### src/rtl/shift_seq.sv
// shift_seq: multi-cycle sequential barrel-less shifter.
// Shifts a 32-bit operand by up to STEP bit positions per clock until the
// requested amount is consumed, then pulses done for one cycle with the result.
//
// Parameters
//   STEP     max bit positions shifted per cycle (1, 2 or 4)
// Ports
//   clk      clock, rising edge
//   rst_n    async active-low reset
//   start    shift request, taken when ready=1 and flush=0
//   op       00 SLL, 01 SRL, 10 SRA, 11 reserved (passes operand, flags err)
//   operand  value to shift
//   shamt    shift amount 0..31
//   flush    synchronous abort, wins over start
//   ready    a start can be taken this cycle (IDLE or DONE)
//   busy     operation in progress (SHIFT)
//   done     one-cycle completion pulse
//   err      with done, completed op was reserved
//   result   last completed value, updated only on DONE entry
module shift_seq #(
  parameter int STEP = 1
) (
  input  logic        clk,
  input  logic        rst_n,
  input  logic        start,
  input  logic [1:0]  op,
  input  logic [31:0] operand,
  input  logic [4:0]  shamt,
  input  logic        flush,
  output logic        ready,
  output logic        busy,
  output logic        done,
  output logic        err,
  output logic [31:0] result
);

  typedef enum logic [1:0] {S_IDLE, S_SHIFT, S_DONE} state_t;

  localparam logic [4:0] STEP_AMT = 5'(STEP);

  state_t      r_state, w_state_nxt;
  logic [31:0] r_work, r_result;
  logic [1:0]  r_op;
  logic [4:0]  r_rem;
  logic        r_fill;

  logic        w_accept, w_direct;
  logic [4:0]  w_k, w_rem_nxt;
  logic [31:0] w_shifted;

  assign ready    = (r_state != S_SHIFT);
  assign busy     = (r_state == S_SHIFT);
  assign done     = (r_state == S_DONE);
  assign err      = done & (r_op == 2'b11);
  assign result   = r_result;

  assign w_accept = start & ready & ~flush;
  // Zero shift and the reserved op complete without visiting SHIFT.
  assign w_direct = (shamt == 5'd0) | (op == 2'b11);

  assign w_k       = (r_rem < STEP_AMT) ? r_rem : STEP_AMT;
  assign w_rem_nxt = r_rem - w_k;

  always_comb begin
    w_shifted = r_work;
    case (r_op)
      2'b00:   w_shifted = r_work << w_k;
      2'b01:   w_shifted = r_work >> w_k;
      // SRA fills with the sign captured at acceptance, not the current MSB.
      default: w_shifted = (r_work >> w_k) |
                           (r_fill ? ~(32'hFFFF_FFFF >> w_k) : 32'h0);
    endcase
  end

  always_comb begin
    w_state_nxt = r_state;
    if (flush) begin
      w_state_nxt = S_IDLE;
    end else begin
      case (r_state)
        S_IDLE, S_DONE: begin
          if (w_accept)             w_state_nxt = w_direct ? S_DONE : S_SHIFT;
          else if (r_state == S_DONE) w_state_nxt = S_IDLE;
        end
        S_SHIFT: if (w_rem_nxt == 5'd0) w_state_nxt = S_DONE;
        default: w_state_nxt = S_IDLE;
      endcase
    end
  end

  always_ff @(posedge clk or negedge rst_n) begin
    if (!rst_n) begin
      r_state  <= S_IDLE;
      r_work   <= '0;
      r_result <= '0;
      r_op     <= '0;
      r_rem    <= '0;
      r_fill   <= 1'b0;
    end else begin
      r_state <= w_state_nxt;
      if (w_accept) begin
        r_work <= operand;
        r_op   <= op;
        r_rem  <= shamt;
        r_fill <= operand[31];
        if (w_direct) r_result <= operand;
      end else if (r_state == S_SHIFT && !flush) begin
        r_work <= w_shifted;
        r_rem  <= w_rem_nxt;
        // result is published only on the edge that enters DONE
        if (w_rem_nxt == 5'd0) r_result <= w_shifted;
      end
    end
  end

endmodule

### config.mk
export PLATFORM = sky130hd
export DESIGN_NAME = shift_seq
export DESIGN_NICKNAME = d
export VERILOG_FILES = /design/src/rtl/shift_seq.sv
export SDC_FILE = /design/constraint.sdc
export NUM_CORES = 1
export LEC_CHECK = 0
export ABC_CLOCK_PERIOD_IN_PS = 4450
export CAP_MARGIN = 20
export CORE_ASPECT_RATIO = 0.7
export CORE_MARGIN = 5
export CORE_UTILIZATION = 45
export CTS_CLUSTER_SIZE = 28
export DETAILED_ROUTE_END_ITERATION = 8
export PLACE_DENSITY = 0.76
export SLEW_MARGIN = 20
export SYNTH_ARGS = -nofsm -noshare
export SYNTH_HDL_FRONTEND = slang
export SYNTH_SLANG_ARGS = --single-unit
### constraint.sdc
create_clock -name clk -period 4.45 [get_ports clk]
set_input_delay 0.89 -clock clk [delete_from_list [all_inputs] [get_ports clk]]
set_output_delay 0.89 -clock clk [all_outputs]
set_load 0.01 [all_outputs]
Fig. 1: signal wires by layer
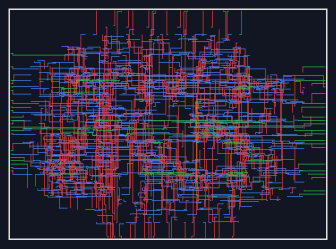
metal 2 -> red  # wire length 5230 microns
metal 4 -> orange  # wire length 105 microns
metal 3 -> green  # wire length 902 microns
metal 1 -> blue  # wire length 5350 microns
Wirelength per Cell: 17.4 microns
GRT Resource Usage Total: 0.203

Fig. 2: selected gate families
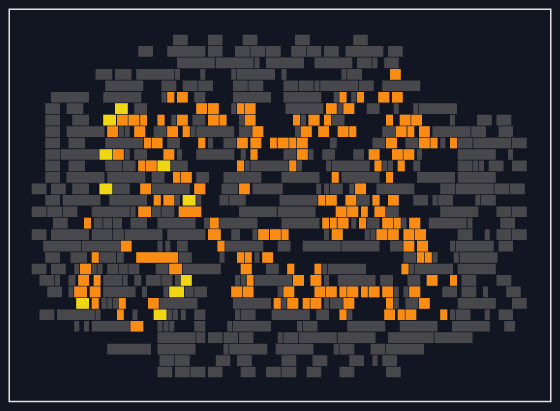
AND-OR and OR-AND gates -> yellow  # cells 10
inverting AOI/OAI gates -> orange  # cells 158
Cell Count, Final, Fillers Out: 666
logic share of the area: 0.408

==> deck_impl_summary.md <==
Flow Results at a Glance

Power and ir drop
  – Reg power frac: 0.372
  – Power share of the combinational group: 0.400
  – Clock power share: 0.229
  – Pwr dens: between 500 and 600 nW/um^2
  – Net Sw Frac: 0.355
  – Int Pwr: 2.08 mW

Global route
  – Vias in the first global route: ~3800
  – Gr ovfl total: 0
  – Met3 usage: 0.0617
  – Met2 GRT Util: 0.311
  – Met1 Use GR: 0.282

Run status
  – Status: complete, no violations

Cells and area
  – Largest cell class: logic gates
  – Comb gates: ~330
  – Fill cell count: 858
  – Reg area: 1860 sq um
  – Buffer share of cell area: 0.153
  – Layout cell share with drive strength beyond 1: 0.145
  – Count of non-CTS inverters in the layout: 30
  – Nets: between 500 and 600
  – Diode count: 0
  – CLK BUF: 10
  – Num sequential: 74
  – Finished layout cell area: roughly 5500 sq um
  – Syn-to-layout area delta: 25.8%

Critical path
  – Cell breakdown of the critical path: nand2b_2, inv_1, clkdlybuf4s50_1
  – R2r startpoint: r_rem[4]
  – WP data arrival: 2.39 ns
  – Slowest stage cell on the critical path: nand2b_2
  – Setup crit start kind: flip-flop
  – Worst reg2reg path depth: 7
  – Setup slack, reg-to-reg: 1.42 ns

Logic synthesis
  – List of most frequent post-synthesis cells: dfrtp_1, o21ai_0, a22oi_1
  – Yosys cell count: approximately 490
  – Synth logic family: AND-OR/OR-AND gates
  – Syn Std Cell Area: about 4400 sq um
  – Chip Area, Yosys: around 4400 sq um
  – Dominant cell area share: 0.420
  – Synth Register Bits: 74
  – FFs w/ async S/R, synth: 1.00
  – Adder-cell area share of the yosys netlist: 0.00284
  – Syn_area_per_cell: 9.05 sq um
  – Xor and xnor area share after synthesis: 0
  – Synth cell types: 34

Timing
  – Worst rel slew slack: 0.317
  – TNS Setup: 0 ns
  – Min Clock Period, post-route: 3.28 ns
  – Post-layout period usage: 0.738

Floorplanning
  – Die X-Extent: 128 microns
  – N_taps: ~130
  – Die Area: 11900 sq um
  – Die Ht: 92.8 microns

Routing
  – Met3 WL: 901 microns
  – Vias: 3967
  – WL met2: 5.23 mm

Hold path
  – WHS Path Cells: 1
  – Min-Delay Path Class: flip-flop to flip-flop

Place
  – Final HPWL DP: approximately 7.1 mm
  – GPL Wtd Cong: 0.770

Clocking
  – CTS Buf Count: 9
  – Clock-pin transition on the worst setup and hold timing paths: 0.06 ns
Fig. 3: port wiring
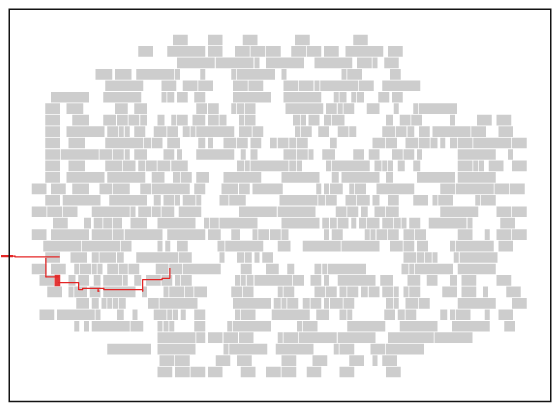
busy -> red  # direction output, edge left, end cells 1, wire 54.2 microns
port bufs: 78
IO Pins: 79

Fig. 4: clock distribution
The bar under the picture is 50 microns long.
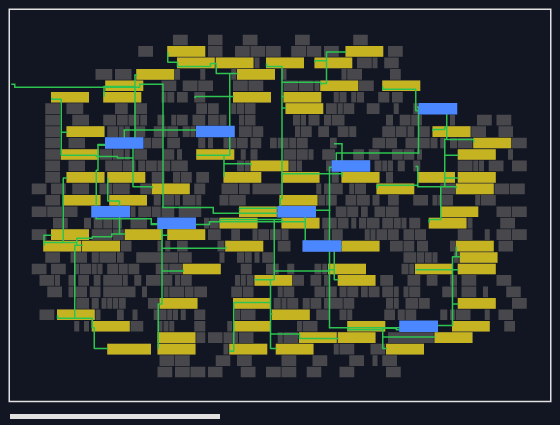
clock drivers -> blue  # count 9
flip-flops -> yellow  # count 74
clock wires -> green  # length 992 microns
routed clock nets = 10
skew final: 0.00660 ns
clk latency late pin: 0.34 ns

power by group through the flow:
stage / combinational, mW / clock (mW) / sequential [mW]
2_1_floorplan: 0.769 / 0 / 1.18
3_3_place_gp: 1.26 / 0 / 1.19
3_5_place_dp: 1.29 / 0 / 1.20
4_1_cts: 1.30 / 0.752 / 1.19
5_1_grt: 1.44 / 0.778 / 1.24
6_report: 1.29 / 0.738 / 1.20
layout by cell type (no fill, tap or decap), types with 2 or more instances in the layout:
cell type,netlist,routed
clkbuf_16,0,9
clkinv_2,0,2
dfrtp_1,74,73
a22oi_1,59,59
nor2b_1,4,3
or3b_2,30,30
clkdlybuf4s50_1,0,77
a32oi_1,2,2
nor2_1,40,40
mux2i_1,25,25
mux2_2,15,15
nand2_1,36,36
a22o_1,6,6
nand2b_1,3,2
a2bb2oi_1,2,2
buf_4,0,8
o211ai_1,30,30
and3_1,2,2
o21ai_0,61,61
nor3_1,3,2
inv_1,30,30
per-stage QoR:
| step | hold slack [ns] | setup slack, ns |
|---|---|---|
| floorplan | 0.449 | 1.93 |
| global placement | 0.462 | 1.39 |
| detailed placement | 0.487 | 1.26 |
| CTS | 0.516 | 1.17 |
| global route | 0.535 | 1.03 |
| finish | 0.512 | 1.17 |
flip-flops by register name, indices dropped and copies added (netlist names):
register  flops
result       32
r_work       32
r_state       2
r_op          2
r_fill        1
r_rem         5
kinds of logic (layout without fill, tap and decap cells):
family	after synthesis	after routing
mux	40	40
flops	74	74
fa+ha+maj	1	1
buf+inv	81	132
simple gates	123	123
compound gates	168	168
worst max-delay path: cells and delay by family (launching register included):
family                 cells  cell delay, ns
buffers and inverters      2            1.05
flip-flops                 1            0.36
AND/OR/NAND/NOR            1            0.65
No activity file was given, so power comes from the tool's default toggle rates.
